$ cat src/rtl/product_accumulator_if.sv
// Handshake bundle between the multiplier (producer), the product accumulator
// and the downstream consumer of finished sums.
interface product_accumulator_if #(
   parameter int PROD_W = 7,
   parameter int ACC_W  = 12
);
   logic              in_valid;
   logic              in_ready;
   logic [PROD_W-1:0] in_prod;
   logic              out_valid;
   logic              out_ready;
   logic [ACC_W-1:0]  out_sum;
   logic              out_ovf;

   modport master (
      output in_valid, in_prod, out_ready,
      input  in_ready, out_valid, out_sum, out_ovf
   );

   modport slave (
      input  in_valid, in_prod, out_ready,
      output in_ready, out_valid, out_sum, out_ovf
   );
endinterface

$ cat src/rtl/product_accumulator.sv
// Sums COUNT consecutive multiplier products and presents each sum, with a
// sticky carry-out flag, on a valid/ready output; one bubble per result.
module product_accumulator #(
   parameter int PROD_W = 7,
   parameter int ACC_W  = 12,
   parameter int COUNT  = 4
) (
   input  logic                  clk,
   input  logic                  rst_n,
   input  logic                  clear,
   product_accumulator_if.slave  bus
);
   localparam int CNT_W = (COUNT < 2) ? 1 : $clog2(COUNT + 1);

   typedef enum logic {
      ACCUM = 1'b0,
      HOLD  = 1'b1
   } state_t;

   state_t           state_q;
   logic [ACC_W-1:0] acc_q;
   logic [CNT_W-1:0] cnt_q;
   logic             ovf_q;
   logic             in_ready_q;
   logic             out_valid_q;
   logic [ACC_W-1:0] out_sum_q;
   logic             out_ovf_q;

   // One extra bit on the adder captures the carry out of ACC_W bits.
   logic [ACC_W:0]   sum_d;
   logic             last_d;

   always_comb begin
      sum_d  = {1'b0, acc_q} + {{(ACC_W + 1 - PROD_W){1'b0}}, bus.in_prod};
      last_d = (cnt_q == CNT_W'(COUNT - 1));
   end

   always_ff @(posedge clk or negedge rst_n) begin
      if (!rst_n) begin
         state_q     <= ACCUM;
         acc_q       <= '0;
         cnt_q       <= '0;
         ovf_q       <= 1'b0;
         in_ready_q  <= 1'b0;
         out_valid_q <= 1'b0;
         out_sum_q   <= '0;
         out_ovf_q   <= 1'b0;
      end else if (clear) begin
         // Abort wins over any transfer this cycle; the last sum stays visible but invalid.
         state_q     <= ACCUM;
         acc_q       <= '0;
         cnt_q       <= '0;
         ovf_q       <= 1'b0;
         in_ready_q  <= 1'b1;
         out_valid_q <= 1'b0;
      end else begin
         case (state_q)
            ACCUM: begin
               in_ready_q <= 1'b1;
               if (bus.in_valid && in_ready_q) begin
                  if (last_d) begin
                     out_sum_q   <= sum_d[ACC_W-1:0];
                     out_ovf_q   <= ovf_q | sum_d[ACC_W];
                     acc_q       <= '0;
                     cnt_q       <= '0;
                     ovf_q       <= 1'b0;
                     state_q     <= HOLD;
                     in_ready_q  <= 1'b0;
                     out_valid_q <= 1'b1;
                  end else begin
                     acc_q <= sum_d[ACC_W-1:0];
                     ovf_q <= ovf_q | sum_d[ACC_W];
                     cnt_q <= cnt_q + 1'b1;
                  end
               end
            end
            HOLD: begin
               if (bus.out_ready) begin
                  state_q     <= ACCUM;
                  out_valid_q <= 1'b0;
                  in_ready_q  <= 1'b1;
               end
            end
            default: begin
               state_q     <= ACCUM;
               out_valid_q <= 1'b0;
               in_ready_q  <= 1'b1;
            end
         endcase
      end
   end

   assign bus.in_ready  = in_ready_q;
   assign bus.out_valid = out_valid_q;
   assign bus.out_sum   = out_sum_q;
   assign bus.out_ovf   = out_ovf_q;
endmodule

$ cat src/flat_wrapper.sv
// flat-port wrapper written by rule: the top's interface ports become plain ports
module product_accumulator_flat 
#(
   parameter int PROD_W = 7,
   parameter int ACC_W  = 12,
   parameter int COUNT  = 4
)
  (clk, rst_n, clear, bus_in_valid, bus_in_prod, bus_out_ready, bus_in_ready, bus_out_valid, bus_out_sum, bus_out_ovf);
  product_accumulator_if #(.PROD_W(PROD_W), .ACC_W(ACC_W)) bus_i ();
  input  logic clk;
  input  logic rst_n;
  input  logic clear;
  input wire logic [$bits(bus_i.in_valid)-1:0] bus_in_valid;
  input wire logic [$bits(bus_i.in_prod)-1:0] bus_in_prod;
  input wire logic [$bits(bus_i.out_ready)-1:0] bus_out_ready;
  output wire logic [$bits(bus_i.in_ready)-1:0] bus_in_ready;
  output wire logic [$bits(bus_i.out_valid)-1:0] bus_out_valid;
  output wire logic [$bits(bus_i.out_sum)-1:0] bus_out_sum;
  output wire logic [$bits(bus_i.out_ovf)-1:0] bus_out_ovf;
  assign bus_i.in_valid = bus_in_valid;
  assign bus_i.in_prod = bus_in_prod;
  assign bus_i.out_ready = bus_out_ready;
  assign bus_in_ready = bus_i.in_ready;
  assign bus_out_valid = bus_i.out_valid;
  assign bus_out_sum = bus_i.out_sum;
  assign bus_out_ovf = bus_i.out_ovf;
  product_accumulator #(.PROD_W(PROD_W), .ACC_W(ACC_W), .COUNT(COUNT)) u_core (.clk(clk), .rst_n(rst_n), .clear(clear), .bus(bus_i));
endmodule
$ cat config.mk
export PLATFORM = sky130hd
export DESIGN_NAME = product_accumulator_flat
export DESIGN_NICKNAME = d
export VERILOG_FILES = /design/src/rtl/product_accumulator_if.sv /design/src/rtl/product_accumulator.sv /design/src/flat_wrapper.sv
export SDC_FILE = /design/constraint.sdc
export NUM_CORES = 1
export LEC_CHECK = 0
export ABC_CLOCK_PERIOD_IN_PS = 2100
export CORE_MARGIN = 2
export CORE_UTILIZATION = 45
export DETAILED_ROUTE_END_ITERATION = 10
export GPL_TIMING_DRIVEN = 0
export PLACE_DENSITY = 0.78
export RECOVER_POWER = 100
export SYNTH_ARGS = -nofsm -noshare
export SYNTH_HDL_FRONTEND = slang
export SYNTH_SLANG_ARGS = --single-unit
$ cat constraint.sdc
create_clock -name clk -period 2.1 [get_ports clk]
set_input_delay 0.21 -clock clk [delete_from_list [all_inputs] [get_ports clk]]
set_output_delay 0.21 -clock clk [all_outputs]
set_load 0.05 [all_outputs]
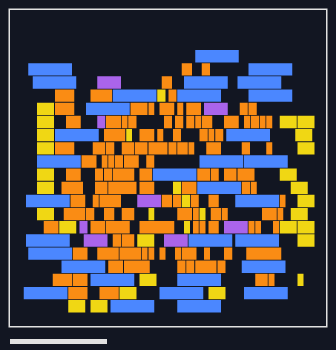
Figure 1: run 1, placed cells, one color a class.
The bar under the picture is 20 microns long.
class	color	cells	share of their area
all other logic	orange	122	42%
flip-flops	blue	32	39%
clock drivers and dummy loads	purple	8	4.5%
other buffers and delay cells	yellow	33	14%

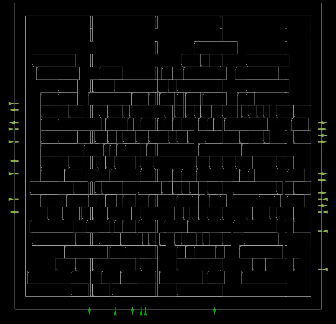
Figure 2: run 1, placement view.
Tapcells: 48
core area: 3630 sq um
flop share of the area: 38.0%
final core occ: 58.0%

==> summary.txt, run 1 <==
run results: HPWL Detailed 2560 microns, vias in the first global route 1309, CTS hold repair buffers 0, xor/xnor share 4.66%, worst hold path class primary input to asynchronous set/reset pin, drt wl/cell 14.4 microns, skew final 0.00400 ns, number of synthesized flops with an enable pin 0, Final Max Tran Viols 33, Max Freq 500 MHz, R2R depth 8, Setup Viol. Count Final 0, fillcell total 336, Final period util 95.2%, status finished, violations left, final wirelength 3500 microns, Worst EP arrival 2.17 ns, largest area contributor in the netlist dfrtp_1, Levels on crit path 9, post-route ant nets 0, # diodes 0, antenna violations before repair 0, nets 215, Syn-to-layout area delta 24.6%, critical path startpoint category primary input, Yosys Instances 160, actual slew at the worst max-slew pin 1.66 ns, Floorplan Nets 181, Complex Gates by Area 18.9%, Crit path max-delay family adder cells, maximum resistive drop on vdd 0.599 mV, yosys simple share 13.9%, CP Cell Sequence clkdlybuf4s50_1, ha_2, inv_1, fa_1, nand2b_4, a21oi_4, o21a_1, nor2_1, mux2_1, Syn. warnings 0, Syn Inst Count 160, final cell count without fillers 243, dpl cells 234, Top cell area share 47.3%, DRC viols 0, Worst EP required 2.27 ns, Sink Count 32, top_reg_cell synth dfrtp_1, Distinct cells, synth 38, share of cells above drive strength 1 10.8%, total grt overflow 0, clk slew on worst S/H paths 0.07 ns, failing checks capacitance limit, slew limit, CTS tree built, reg2reg setup slack 0.14 ns, Max-Cap Viols 1, fp util 46.6%, worst-path fanout max 3, OpenROAD warnings 26
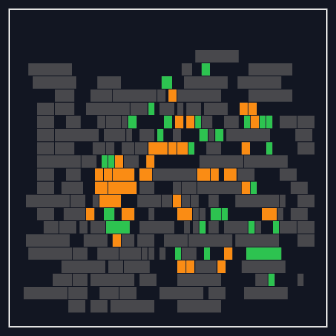
Figure 3: run 1, gate-type map.
family	color	cells
inverting AOI/OAI gates	orange	33
NAND gates	green	28

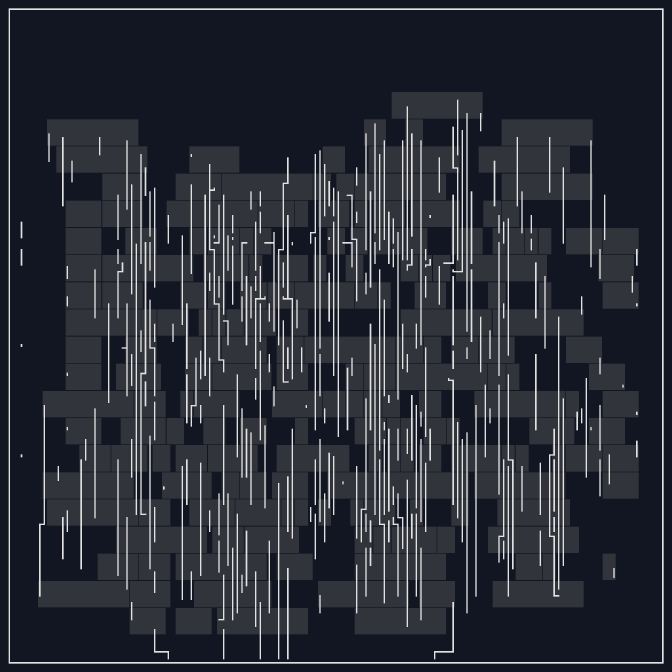
Figure 4: run 1, the metal 2 layer.
Cells faint in the background.
share of all routed wire	49%
wire length on this layer	1730 microns
nets with wire on the layer	183

## run 1: registers in the layout, summed over array words and instances, names as in the netlist
name and cells:
u_core.acc_q 12, u_core.state_q 1, u_core.cnt_q 3, u_core.ovf_q 1, u_core.bus.out_valid 1, u_core.bus.in_ready 1
u_core.bus.out_sum 12, u_core.bus.out_ovf 1
## run 1: stage by stage
| stage | setup slack [ns] | power (mW) | cell area, sq um | hold slack (ns) | setup TNS, ns |
|---|---|---|---|---|---|
| CTS | 0.0442 | 1.68 | 2110 | 0.495 | 0 |
| floorplan | 0.206 | 1.04 | 1690 | -0.0856 | 0 |
| finish | 0.100 | 1.66 | 2110 | 0.349 | 0 |
| detailed placement | -0.305 | 1.19 | 2010 | 0.480 | -1.92 |
| global placement | -0.279 | 1.18 | 2010 | 0.466 | -1.72 |
| global route | 0.0127 | 1.75 | 2110 | 0.500 | 0 |
## run 1: repair_timing
item	CTS	global route
setup endpoints to repair	2	9
resized	0	3
pin swaps	1	1
setup buffers	1	0
## run 1: layer usage
metal / track usage [%] / up-vias / part of all wire [%]
li1: - / 643 / -
met1: 24.1 / 623 / 44
met2: 31.1 / 33 / 49
met3: 4.11 / 6 / 5.3
met4: 6.25 / 0 / 1.4
met5: 0 / - / 0
## run 1: report_power, final
group          switching (mW)  internal, mW
Combinational           0.297         0.173
Clock                   0.226         0.261
Sequential             0.0284         0.674
## run 1: cell type report
class	instances	area, sq um	area share, %
Clock buffer	6	82.6	3.92
Buffer	6	26.3	1.25
Multi-Input combinational cell	116	847	40.2
Tap cell	48	60.1	2.85
Clock inverter	2	10.0	0.475
Inverter	6	22.5	1.07
Timing Repair Buffer	27	258	12.2
Sequential cell	32	801	38.0
## run 1: Yosys cell counts, types with 3 or more instances
| cell type | instances |
|---|---|
| o21a_1 | 3 |
| a22o_1 | 7 |
| inv_1 | 6 |
| mux2_1 | 3 |
| o21ai_0 | 5 |
| xor2_1 | 3 |
| or3_1 | 3 |
| nand3_1 | 5 |
| nor2_1 | 6 |
| mux2_2 | 3 |
| dfrtp_1 | 32 |
| a21oi_1 | 10 |
| nand2_1 | 18 |
| xnor2_1 | 6 |
| nand2b_1 | 3 |
| ha_1 | 8 |
| o21ai_1 | 6 |
| buf_2 | 4 |
## run 1: placed cells by master (no fill, tap or decap), drive strengths merged, types with 2 or more instances in the layout
cell type,count
dfrtp,32
nand2,18
dlygate4sd3,16
a21oi,11
o21ai,11
clkbuf,11
clkdlybuf4s50,9
ha,8
a22o,7
inv,6
nor2,6
xnor2,6
mux2,6
nand3,5
o211ai,4
nor3,3
buf,3
xor2,3
or3,3
o21a,3
nand2b,3
nor2b,2
a21o,2
o31ai,2
and4,2
mux2i,2
clkinv,2
## run 1: worst max-delay path by stage
stage / start / to
floorplan: u_core.acc_q[0] / u_core.bus.out_sum[6]
global placement: bus_in_prod[0] / u_core.bus.out_sum[6]
detailed placement: bus_in_prod[0] / u_core.bus.out_sum[6]
CTS: bus_in_prod[0] / u_core.bus.out_sum[6]
global route: u_core.cnt_q[0] / u_core.acc_q[7]
finish: bus_in_prod[0] / u_core.bus.out_sum[6]
==> run 2: changes to the inputs <==
--- a/config.mk
+++ b/config.mk
@@ -15,3 +15,4 @@
 export SYNTH_ARGS = -nofsm -noshare
 export SYNTH_HDL_FRONTEND = slang
 export SYNTH_SLANG_ARGS = --single-unit
+export TNS_END_PERCENT = 100
==> summary.txt, run 2 <==
run results: final cell count without fillers 243 (unchanged), DRC viols 0 (unchanged), CTS tree built, # diodes 0 (unchanged), core area 3630 sq um (unchanged), Synthesized registers 32, count of input and output buffers 26, worst-path fanout max 3 (unchanged), Distinct cells, synth 38 (unchanged), most frequent cells after synthesis dfrtp_1 (32), nand2_1 (18), a21oi_1 (10), ha_1 (8), a22o_1 (7), largest area contributor in the netlist dfrtp_1, Yosys Instances 160 (unchanged), final wirelength 3500 microns (unchanged), nets 215 (unchanged), status finished, violations left, H-tree Lvls 2, share of cells above drive strength 1 10.8% (unchanged), worst hold slack 0.349 ns (unchanged), GR Util met1 24.1% (unchanged), most used logic cell in the final layout dfrtp_1, Syn Inst Count 160 (unchanged), most frequent cells in the layout dfrtp_1 (32), nand2_1 (18), dlygate4sd3_1 (16), a21oi_1 (10), clkdlybuf4s50_1 (9), number of synthesized flops with an enable pin 0 (unchanged), dpl cells 234 (unchanged), Worst EP arrival 2.17 ns (about the same), Final Max Tran Viols 33 (unchanged), met3 GRT Util 4.11% (unchanged), Floorplan Nets 181 (unchanged), vias in the first global route 1309 (unchanged), Sink Count 32 (unchanged), Critical path buffers and inverters 2, skew final 0.00400 ns (unchanged), actual slew at the worst max-slew pin 1.66 ns (unchanged), worst hold path class primary input to asynchronous set/reset pin, clk slew on worst S/H paths 0.07 ns (about the same), Setup Viol. Count Final 0 (unchanged), Worst path slowest cell clkdlybuf4s50_1, CP Cell Sequence clkdlybuf4s50_1, ha_2, inv_1, fa_1, nand2b_4, a21oi_4, o21a_1, nor2_1, mux2_1, first-pass GRT wire length 6070 microns, fp util 46.6% (unchanged), Worst EP required 2.27 ns (about the same), Avg Vias per Cell 5.37, Crit path max-delay family adder cells, yosys stat area 1690 sq um, Yosys top cell by instances dfrtp_1, RSZ-0062 raised after global routing false, OpenROAD warnings 26 (unchanged), Tot GR Track Use 18.7%, fillcell total 336 (unchanged), Max Freq 500 MHz (unchanged), failing checks capacitance limit, slew limit, Syn-to-layout area delta 24.6% (unchanged), post-route ant nets 0 (unchanged), grt peak-use layer met2, Syn. warnings 0 (unchanged), critical path startpoint category primary input, Final period util 95.2% (unchanged), HPWL Detailed 2560 microns (unchanged), Synth Seq Share 47.3%, total grt overflow 0 (unchanged), antenna violations before repair 0 (unchanged), drt wl/cell 14.4 microns (unchanged), top_reg_cell synth dfrtp_1, Top cell area share 47.3% (unchanged), met2 Usage GRT 31.1% (unchanged), Max-Cap Viols 1 (unchanged), maximum resistive drop on vdd 0.599 mV (unchanged)
==> run 2: final timing paths <==
| path | cells after the start | start | slack [ns] | endpoint |
|---|---|---|---|---|
| setup / recovery | 9 | bus_in_prod[0] | 0.10 | u_core.bus.out_sum[6] |
| hold / removal | 1 | rst_n | 0.35 | u_core.acc_q[8] |
| setup reg to reg | 8 | u_core.acc_q[0] | 0.14 | u_core.bus.out_sum[6] |
| hold reg to reg | 2 | u_core.bus.out_sum[10] | 0.48 | u_core.bus.out_sum[10] |
| max in group asynchronous | 1 | rst_n | 0.79 | u_core.bus.out_sum[4] |
| min in group clk | 2 | u_core.bus.out_sum[10] | 0.48 | u_core.bus.out_sum[10] |
==> run 2: area by class of cell <==
cell class	instances	area (sq um)	share of cell area (%)
buffer	6	26.3	1.25
multi-input combinational	116	847	40.2
sequential	32	801	38.0
clock inverter	2	10.0	0.475
clock buffer	6	82.6	3.92
inverter	6	22.5	1.07
tap	48	60.1	2.85
timing repair buffer	27	258	12.2
==> run 2: through the flow <==
step | setup slack (ns) | total power, mW | cell area, sq um | TNS, ns | utilization [%]
global route | 0.0127 | 1.75 | 2110 | 0 | 58.0
finish | 0.100 | 1.66 | 2110 | 0 | 58.0
floorplan | 0.206 | 1.04 | 1690 | 0 | -
detailed placement | -0.305 | 1.19 | 2010 | -1.92 | 55.4
global placement | -0.279 | 1.18 | 2010 | -1.72 | 55.4
CTS | 0.0442 | 1.68 | 2110 | 0 | 58.1
==> run 2: layer usage <==
| layer | up-vias | part of all wire, % |
|---|---|---|
| met2 | 33 | 49 |
| li1 | 643 | - |
| met3 | 6 | 5.3 |
| met5 | - | 0 |
| met1 | 623 | 44 |
| met4 | 0 | 1.4 |
==> run 2: logic make-up (layout without fill, tap and decap cells) <==
group | Yosys count | after routing | synth area share, %
buf+inv | 12 | 47 | 2.96
xor+xnor | 9 | 9 | 4.66
fa+ha+maj | 9 | 9 | 7.10
simple gates | 44 | 44 | 13.9
mux | 8 | 8 | 5.18
flops | 32 | 32 | 47.3
compound gates | 46 | 46 | 18.9
==> run 2: timing repair <==
action                     in CTS  in global routing
setup endpoints to repair       2                  9
hold buffers                    0                  0
pin swaps                       1                  1
hold endpoints to repair        0                  0
gates cloned                    0                  0
resized                         0                  3
buffers inserted                1                  0
==> run 2: report_power, final <==
group          internal (mW)  switching [mW]  leakage (nW)
Clock                  0.261           0.226        0.0510
Sequential             0.674          0.0284         0.433
Combinational          0.173           0.297         0.508
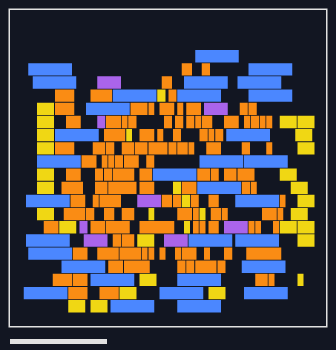
Figure 5: run 2, placed cells, one color a class.
The bar under the picture is 20 microns long.
class	color	cells	share of their area
flip-flops	blue	32	39%
clock drivers and dummy loads	purple	8	4.5%
all other logic	orange	122	42%
other buffers and delay cells	yellow	33	14%

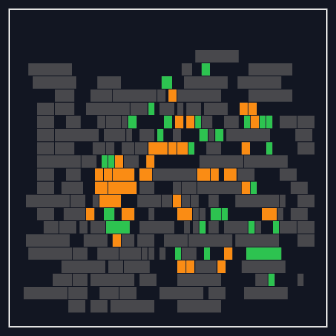
Figure 6: run 2, gate-type map.
family	color	cells
inverting AOI/OAI gates	orange	33
NAND gates	green	28

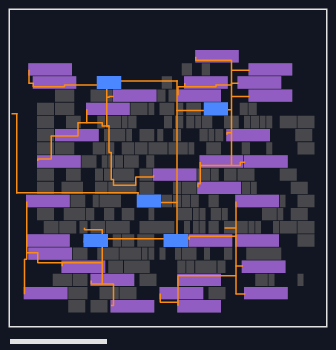
Figure 7: run 2, clock network drawn from the DEF.
The bar under the picture is 20 microns long.
[clock wires] orange | length: 407 microns
[flip-flops] purple | count: 32
[cells driving clock nets] blue | count: 5
flops lie	spread over the die
routed clock nets	6

Power figures rest on the tool's default switching activity, not on a simulated workload.
